run_1/clock_wires.png
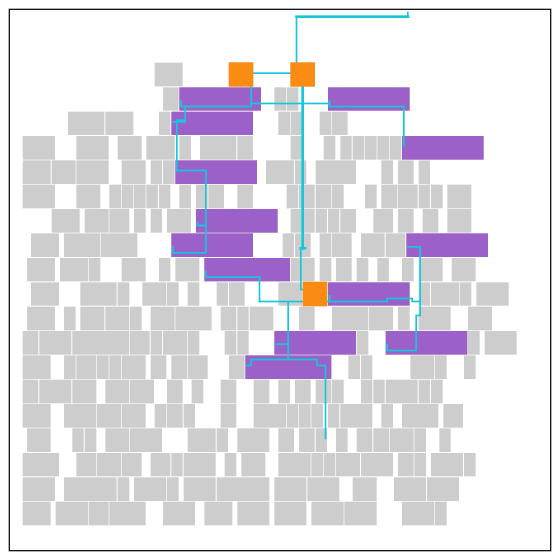
run_1/clock_nets.png
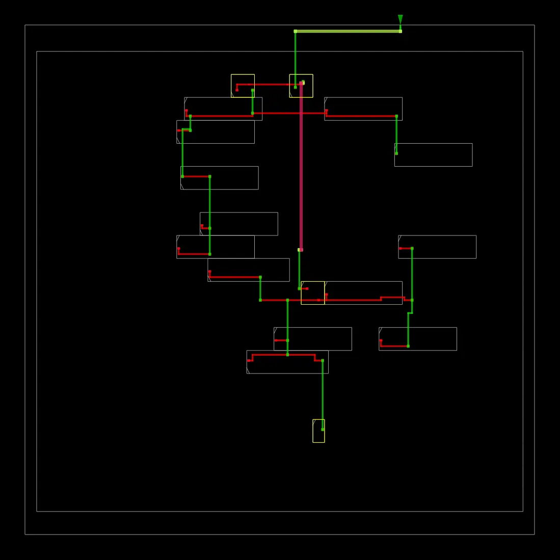
run_1/class_map.png
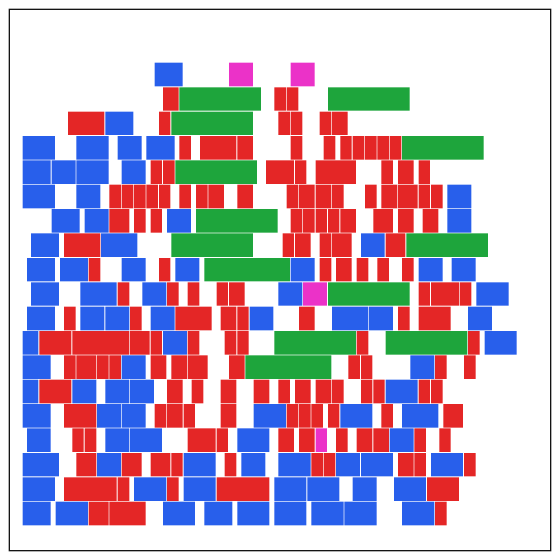
$ cat src/rtl/usbfs_pkg.sv
// Shared constants and types for the USB full-speed transactor blocks.
package usbfs_pkg;

    localparam int USB_ENDP_W = 4;

    typedef enum logic {
        SCHED_IDLE,
        SCHED_DRAIN
    } usbfs_sched_state_t;

endpackage

$ cat src/rtl/usbfs_out_sched.sv
// Shares the single host-to-device receive buffer between N_ENDP OUT endpoint
// receivers: routes the packet handshake, then lends the read port to one endpoint.
module usbfs_out_sched
    import usbfs_pkg::*;
#(
    parameter int  N_ENDP   = 4,
    parameter int  MAX_PKT  = 8,
    localparam int IDX_W    = $clog2(MAX_PKT),
    localparam int NBYTES_W = $clog2(MAX_PKT + 1)
) (
    input  logic                      i_clk,
    input  logic                      i_rst,
    input  logic [USB_ENDP_W-1:0]     i_erEndp,
    input  logic                      i_erValid,
    output logic                      o_erReady,
    output logic                      o_erStall,
    output logic                      o_erRdEn,
    output logic [IDX_W-1:0]          o_erRdIdx,
    input  logic [7:0]                i_erRdByte,
    input  logic [NBYTES_W-1:0]       i_erRdNBytes,
    input  logic [N_ENDP-1:0]         i_epEnable,
    output logic [N_ENDP-1:0]         o_epErValid,
    input  logic [N_ENDP-1:0]         i_epErReady,
    input  logic [N_ENDP-1:0]         i_epErStall,
    input  logic [N_ENDP-1:0]         i_epRdEn,
    input  logic [N_ENDP*IDX_W-1:0]   i_epRdIdx,
    output logic [7:0]                o_epRdByte,
    output logic [NBYTES_W-1:0]       o_epRdNBytes,
    output logic                      o_busy
);

    localparam int EP_SLOTS = 1 << USB_ENDP_W;

    usbfs_sched_state_t    state_q, state_d;
    logic [USB_ENDP_W-1:0] sel_q, sel_d;
    logic [NBYTES_W-1:0]   nBytes_q, nBytes_d;
    logic [NBYTES_W-1:0]   cnt_q, cnt_d;

    logic [EP_SLOTS-1:0]   en_pad, rdy_pad, stall_pad, rden_pad;
    logic [IDX_W-1:0]      idx_pad [EP_SLOTS];
    logic                  idle, hit, accept, last_rd;

    // Zero-padding to the full endpoint-number space makes out-of-range numbers read as disabled.
    assign en_pad    = EP_SLOTS'(i_epEnable);
    assign rdy_pad   = EP_SLOTS'(i_epErReady);
    assign stall_pad = EP_SLOTS'(i_epErStall);
    assign rden_pad  = EP_SLOTS'(i_epRdEn);

    for (genvar e = 0; e < EP_SLOTS; e++) begin : g_idx
        if (e < N_ENDP) begin : g_used
            assign idx_pad[e] = i_epRdIdx[e*IDX_W +: IDX_W];
        end else begin : g_unused
            assign idx_pad[e] = '0;
        end
    end

    assign idle         = (state_q == SCHED_IDLE);
    assign hit          = en_pad[i_erEndp];
    assign o_busy       = !idle;
    assign o_epRdByte   = i_erRdByte;
    assign o_epRdNBytes = i_erRdNBytes;
    assign o_erRdIdx    = idx_pad[sel_q];

    always_comb begin
        // NOTE: every output gets a default first so no path leaves a latch behind.
        o_epErValid = '0;
        for (int e = 0; e < N_ENDP; e++) begin
            o_epErValid[e] = idle && i_erValid && hit && (i_erEndp == USB_ENDP_W'(e));
        end
        o_erReady = idle && hit && rdy_pad[i_erEndp];
        o_erStall = idle ? (!hit || stall_pad[i_erEndp]) : stall_pad[sel_q];
        o_erRdEn  = !idle && rden_pad[sel_q];
    end

    assign accept  = idle && i_erValid && o_erReady;
    assign last_rd = o_erRdEn && ((cnt_q + NBYTES_W'(1)) == nBytes_q);

    always_comb begin
        state_d  = state_q;
        sel_d    = sel_q;
        nBytes_d = nBytes_q;
        cnt_d    = cnt_q;
        if (accept) begin
            sel_d    = i_erEndp;
            nBytes_d = i_erRdNBytes;
            cnt_d    = '0;
            // A zero-length packet has nothing to read, so the buffer is never lent out.
            state_d  = (i_erRdNBytes == '0) ? SCHED_IDLE : SCHED_DRAIN;
        end else if (o_erRdEn) begin
            cnt_d = cnt_q + NBYTES_W'(1);
            if (last_rd) begin
                state_d = SCHED_IDLE;
            end
        end
    end

    // NOTE: sequential state uses non-blocking assignments so every register samples pre-edge values.
    always_ff @(posedge i_clk or posedge i_rst) begin
        if (i_rst) begin
            state_q  <= SCHED_IDLE;
            sel_q    <= '0;
            nBytes_q <= '0;
            cnt_q    <= '0;
        end else begin
            state_q  <= state_d;
            sel_q    <= sel_d;
            nBytes_q <= nBytes_d;
            cnt_q    <= cnt_d;
        end
    end

endmodule
$ cat config.mk
export PLATFORM = sky130hd
export DESIGN_NAME = usbfs_out_sched
export DESIGN_NICKNAME = d
export VERILOG_FILES = /design/src/rtl/usbfs_pkg.sv /design/src/rtl/usbfs_out_sched.sv
export SDC_FILE = /design/constraint.sdc
export NUM_CORES = 1
export LEC_CHECK = 0
export ABC_AREA = 1
export CAP_MARGIN = 10
export CORE_UTILIZATION = 35
export DETAILED_ROUTE_END_ITERATION = 10
export PLACE_DENSITY = 0.81
export SLEW_MARGIN = 10
export SYNTH_ARGS = -nofsm -noshare
export SYNTH_HDL_FRONTEND = slang
export SYNTH_SLANG_ARGS = --single-unit
$ cat constraint.sdc
create_clock -name i_clk -period 1.7 [get_ports i_clk]
set_input_delay 0.34 -clock i_clk [delete_from_list [all_inputs] [get_ports i_clk]]
set_output_delay 0.34 -clock i_clk [all_outputs]
set_load 0.02 [all_outputs]
==> reports/metrics.yaml, run 1 <==
status: "finished with violations"
failed_checks: "negative setup slack"
combinationalPowerShare_pct: 59.7
routed-wl-met2_mm: 1.82
rsz0062_at_grt: "yes"
setup_viol: 3
drt_iter0_markers: 37
gr-total-overflow: 0
final.min_clock_period_ns: 1.72
fillers: 283
wl_met1_mm: 1.34
yosys-stat-cells: 189
cp_cell_sequence: "inv_2 -> buf_4 -> o21ai_0 -> a21oi_1 -> buf_4"
via_count: 1427
diodes: 0
powerSeq_mw: 0.548
yosysWarnings: 0
switching_share_pct: 43.8
drive_gt1_share_pct: 29.4
logic_area_sq_um: 711
synthesis.area_sq_mm: 0.00119
warnings: 29
drc: 0
hold_viol: 0
regArea_sq_um: 328
synth_cell_types: 22
rr_endpoint: "o_busy"
avgSynthCellArea_sq_um: 6.28
final.setup.worst_slack_ns: -0.0151
finalMaxSlewViolations: 0
synth_seq_share_pct: 27.4
grtUsageMet3_pct: 2.81
grt_pass1_vias: 1426
topCombFamilyByArea: "simple AND/OR/NAND/NOR gates"
ys_sh_mux_pct: 0
ant_nets: 0
ys_seq_elements: 13
worst_ep_arrival_time_ns: 1.38
cts_hold_buf: 0
Notes on clock_wires.png above:
flip-flops -> purple  # count 13
clock-net drivers -> orange  # count 3
clock wires -> cyan  # length 188 microns
routed clock nets = 4

Notes on clock_nets.png above:
seq_cells: 13
Clk. pwr: 0.200 mW
Insertion Delay late pin: 0.28 ns
Fin Clk Skew: 0.00744 ns
clock buf count: 4

Notes on class_map.png above:
sequential cells -> green  # cells 13, share of their area 17%
remaining buffers and delay cells -> blue  # cells 86, share of their area 39%
remaining logic cells -> red  # cells 159, share of their area 42%
clock drivers and dummy loads -> magenta  # cells 4, share of their area 1.4%
row cnt: 20
sequential share of cell area: 16.8%
Final Cell Area: 0.00196 sq mm

## run 1: metrics by stage
step	utilization [%]	total power, mW	setup WS, ns	cell area (sq um)	std cells
final	62.6	1.86	-0.0151	1960	306
after global routing	62.6	2.02	-0.0973	1960	306
after CTS	61.2	1.80	-0.00793	1920	305
after detailed placement	58.1	1.56	-0.832	1820	293
after global placement	58.1	1.53	-0.713	1820	293
after floorplan	-	1.14	-0.0637	1190	189
## run 1: worst max path at each step
stage / end / start / slack (ns) / cells after the start
finish: o_erRdIdx[1] / sel_q[0] / -0.02 / 5
global route: o_erStall / sel_q[0] / -0.1 / 7
global placement: o_epErValid[2] / i_erEndp[0] / -0.71 / 9
detailed placement: o_epErValid[3] / i_erEndp[0] / -0.83 / 10
CTS: o_erStall / sel_q[0] / -0.008 / 7
floorplan: o_epErValid[0] / i_erEndp[0] / -0.06 / 9
## run 1: worst reg2reg max path: cells and delay by family (launching register included)
kind	cells	cell delay [ns]
flip-flops	1	0.45
buffers and inverters	5	0.55
AND/OR/NAND/NOR	5	0.35
AND-OR/OR-AND	1	0.16
## run 1: cell usage after synthesis, drive strengths merged
cell | n | area, sq um
dfrtp | 13 | 325
nand3 | 13 | 77.6
clkbuf | 1 | 3.75
buf | 16 | 131
ha | 1 | 12.5
nor2 | 23 | 93.8
o21ai | 17 | 85.1
xnor2 | 1 | 8.76
nand2 | 66 | 270
inv | 22 | 90.1
nor3 | 4 | 20.0
a21oi | 8 | 43.8
nand4 | 4 | 25.0
## run 1: cell type report
class | instances | share of cell area, %
timing repair buffer | 86 | 38.2
multi-input combinational | 137 | 36.3
sequential | 13 | 16.8
inverter | 22 | 4.60
tap | 44 | 2.81
clock buffer | 4 | 1.34
## run 1: registers in the layout, summed over array words and instances, names as in the netlist
signal	flops
cnt_q	4
nBytes_q	4
sel_q	4
o_busy	1
run_1/sizing.png
The bar under the picture is 20 microns long.
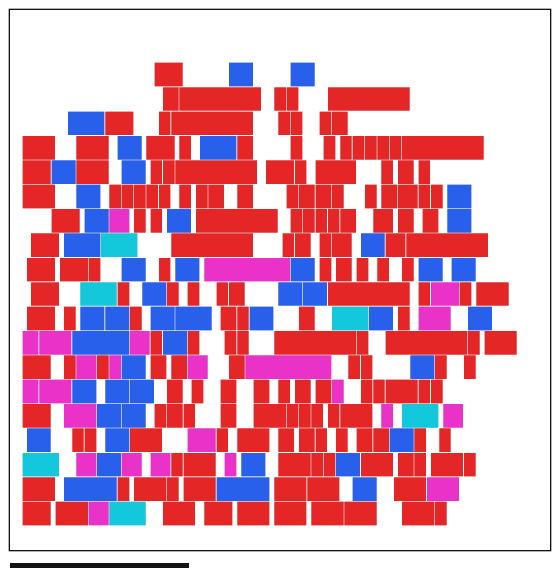

## Run 2: what changed since run 1
--- a/config.mk
+++ b/config.mk
@@ -9,6 +9,7 @@
 export CAP_MARGIN = 10
 export CORE_UTILIZATION = 35
 export DETAILED_ROUTE_END_ITERATION = 10
+export GPL_ROUTABILITY_DRIVEN = 0
 export PLACE_DENSITY = 0.81
 export SLEW_MARGIN = 10
 export SYNTH_ARGS = -nofsm -noshare
==> constraint.sdc (replaced) <==
create_clock -name i_clk -period 1.7 [get_ports i_clk]
set_input_delay 0.34 -clock i_clk [delete_from_list [all_inputs] [get_ports i_clk]]
set_output_delay 0.34 -clock i_clk [all_outputs]
set_load 0.1 [all_outputs]
run_2/sizing.png
The bar under the picture is 20 microns long.
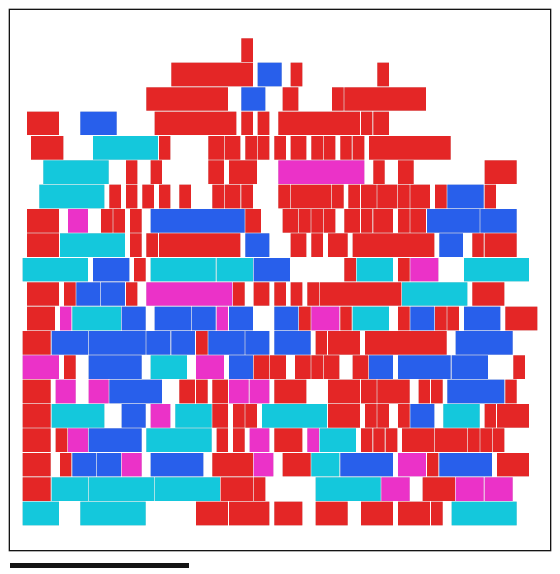
x3 and x4 -> blue  # cells 43
x6 and larger -> cyan  # cells 27
x1 and smaller -> red  # cells 161
x2 -> magenta  # cells 23
synthesis-to-layout area growth: 91.1%
final worst slack: -0.154 ns
Final Cell Area: 0.00227 sq mm
Buffers excl. clock: 77

run_2/clock_nets.png
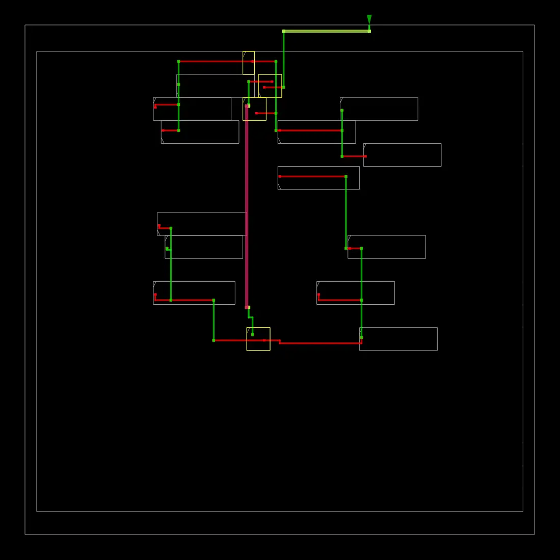
Fin Clk Skew: 0.0109 ns
Clk. pwr: 0.195 mW
clk sinks: 13
CTS buffer count: 3

run_2/clock_wires.png
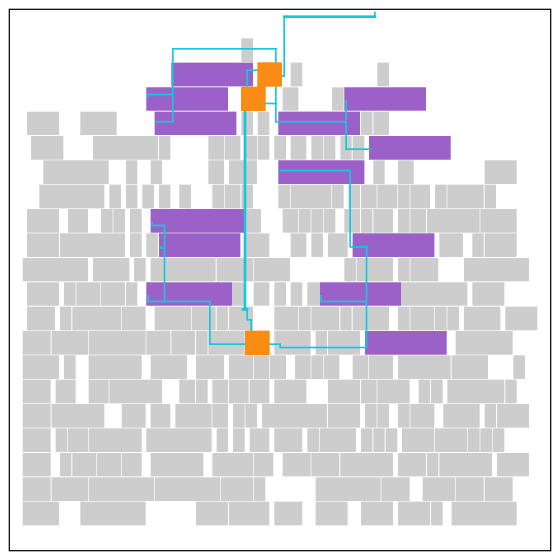
flip-flops -> purple  # count 13
clock wires -> cyan  # length 180 microns
clock-net drivers -> orange  # count 3
routed clock nets = 4
clock share of power: 7.6%

==> run 2 against run 1 <==
The run still ends with negative setup slack left. Die area did not move. Highest routed layer unchanged. Critical path type unchanged. Clock power fell by 3%. Cell count fell by 2.6%.
==> reports/metrics.yaml, run 2 <==
gr-total-overflow: 0  # unchanged
synth_seq_share_pct: 27.4  # unchanged
rr_endpoint: "nBytes_q[3]"  # was o_busy
fin_total_pwr_mw: 2.57  # was 1.86 mW
hold_viol: 0  # unchanged
yosys-stat-cells: 189  # unchanged
final.setup.worst_slack_ns: -0.154  # was -0.0151 ns
synthTopCellsByArea: "dfrtp_1, nand2_1, buf_4"  # unchanged
drc: 0  # unchanged
status: "finished with violations"  # unchanged
diodes: 0  # unchanged
finalMaxSlewViolations: 0  # unchanged
top_regs: "cnt_q: 4 flops, nBytes_q: 4 flops, sel_q: 4 flops"  # unchanged
final_util_pct: 72.6  # was 62.6%
failed_checks: "negative setup slack"  # unchanged
synth-main-ff-cell: "dfrtp_1"  # unchanged
synth-edff-count: 0  # unchanged
via_count: 1424  # was 1427
drive_gt1_share_pct: 36.6  # was 29.4%
num_rows: 20  # unchanged
drt_iter0_markers: 48  # was 37
crit_end: "o_erRdIdx[2]"  # was o_erRdIdx[1]
synth_cell_types: 22  # unchanged
cts_hold_buf: 0  # unchanged
rsz0062_at_grt: "yes"  # unchanged
wl_met1_mm: 1.45  # was 1.34 mm
synthesis.area_sq_mm: 0.00119  # unchanged
dp_slack_ns: -0.502  # was -0.832 ns
yosysTopAreaCellShare_pct: 27.4  # unchanged
final.min_clock_period_ns: 1.85  # was 1.72 ns
ys_seq_elements: 13  # unchanged
avgSynthCellArea_sq_um: 6.28  # unchanged
worst_ep_arrival_time_ns: 1.51  # was 1.38 ns
final_cells: 298  # was 306
setup_viol: 10  # was 3
placed_area_sq_mm: 0.00203  # was 0.00182 sq mm
routed-wl-met2_mm: 2.19  # was 1.82 mm
synth.cells.most_frequent: "nand2_1, nor2_1, inv_1"  # unchanged
run 2: netlist changes by cell type in the layout (fill, tap and decap cells not counted), sizes merged:
| cell | change |
|---|---|
| dlymetal6s2s | +2 |
| clkinvlp | +2 |
| buf | -4 |
| clkdlybuf4s50 | -4 |
| clkdlybuf4s15 | +1 |
| inv | -1 |
| dlygate4sd2 | -4 |
run 2: where the power goes:
group | internal [mW] | switching [mW] | total [mW]
Combinational | 0.718 | 1.09 | 1.81
Clock | 0.0911 | 0.104 | 0.195
Sequential | 0.429 | 0.139 | 0.568
run 2: routing by layer:
layer / vias up / GRT usage, %
met2: 47 / 44.7
li1: 716 / -
met4: 0 / 5.32
met5: - / 0
met1: 659 / 25.9
met3: 2 / 2.16
run 2: layout make-up:
cell class	instances	area [sq um]	area share (%)
clock buffer	4	26.3	1.16
tap	44	55.1	2.43
timing repair buffer	77	893	39.4
timing repair inverter	1	7.51	0.331
multi-input combinational	137	852	37.5
sequential	13	332	14.6
inverter	22	104	4.58
run 2: how the worst min path moves through the flow:
stage,startpoint,endpoint,depth (start not counted)
floorplan,i_rst,cnt_q[0],1
global placement,sel_q[3],sel_q[3],2
detailed placement,sel_q[2],sel_q[2],2
CTS,i_rst,sel_q[1],2
global route,i_rst,o_busy,2
finish,i_rst,nBytes_q[2],2
run 2: logic make-up (layout without fill, tap and decap cells):
family / count (synthesis) / after routing / synth area share (%)
buf+inv: 39 / 104 / 19.0
compound gates: 25 / 25 / 10.9
xor+xnor: 1 / 1 / 0.738
fa+ha+maj: 1 / 1 / 1.05
simple gates: 110 / 110 / 41.0
flops: 13 / 13 / 27.4
run 2: critical path, cell delays in order, from the launching register on:
cell and delay [ns]:
dfrtp_2 0.45, buf_6 0.14, nor2_1 0.05, nor2_1 0.13, o21ai_2 0.10, a21oi_4 0.18
buf_12 0.19
Power is estimated from default activity; no workload was simulated.
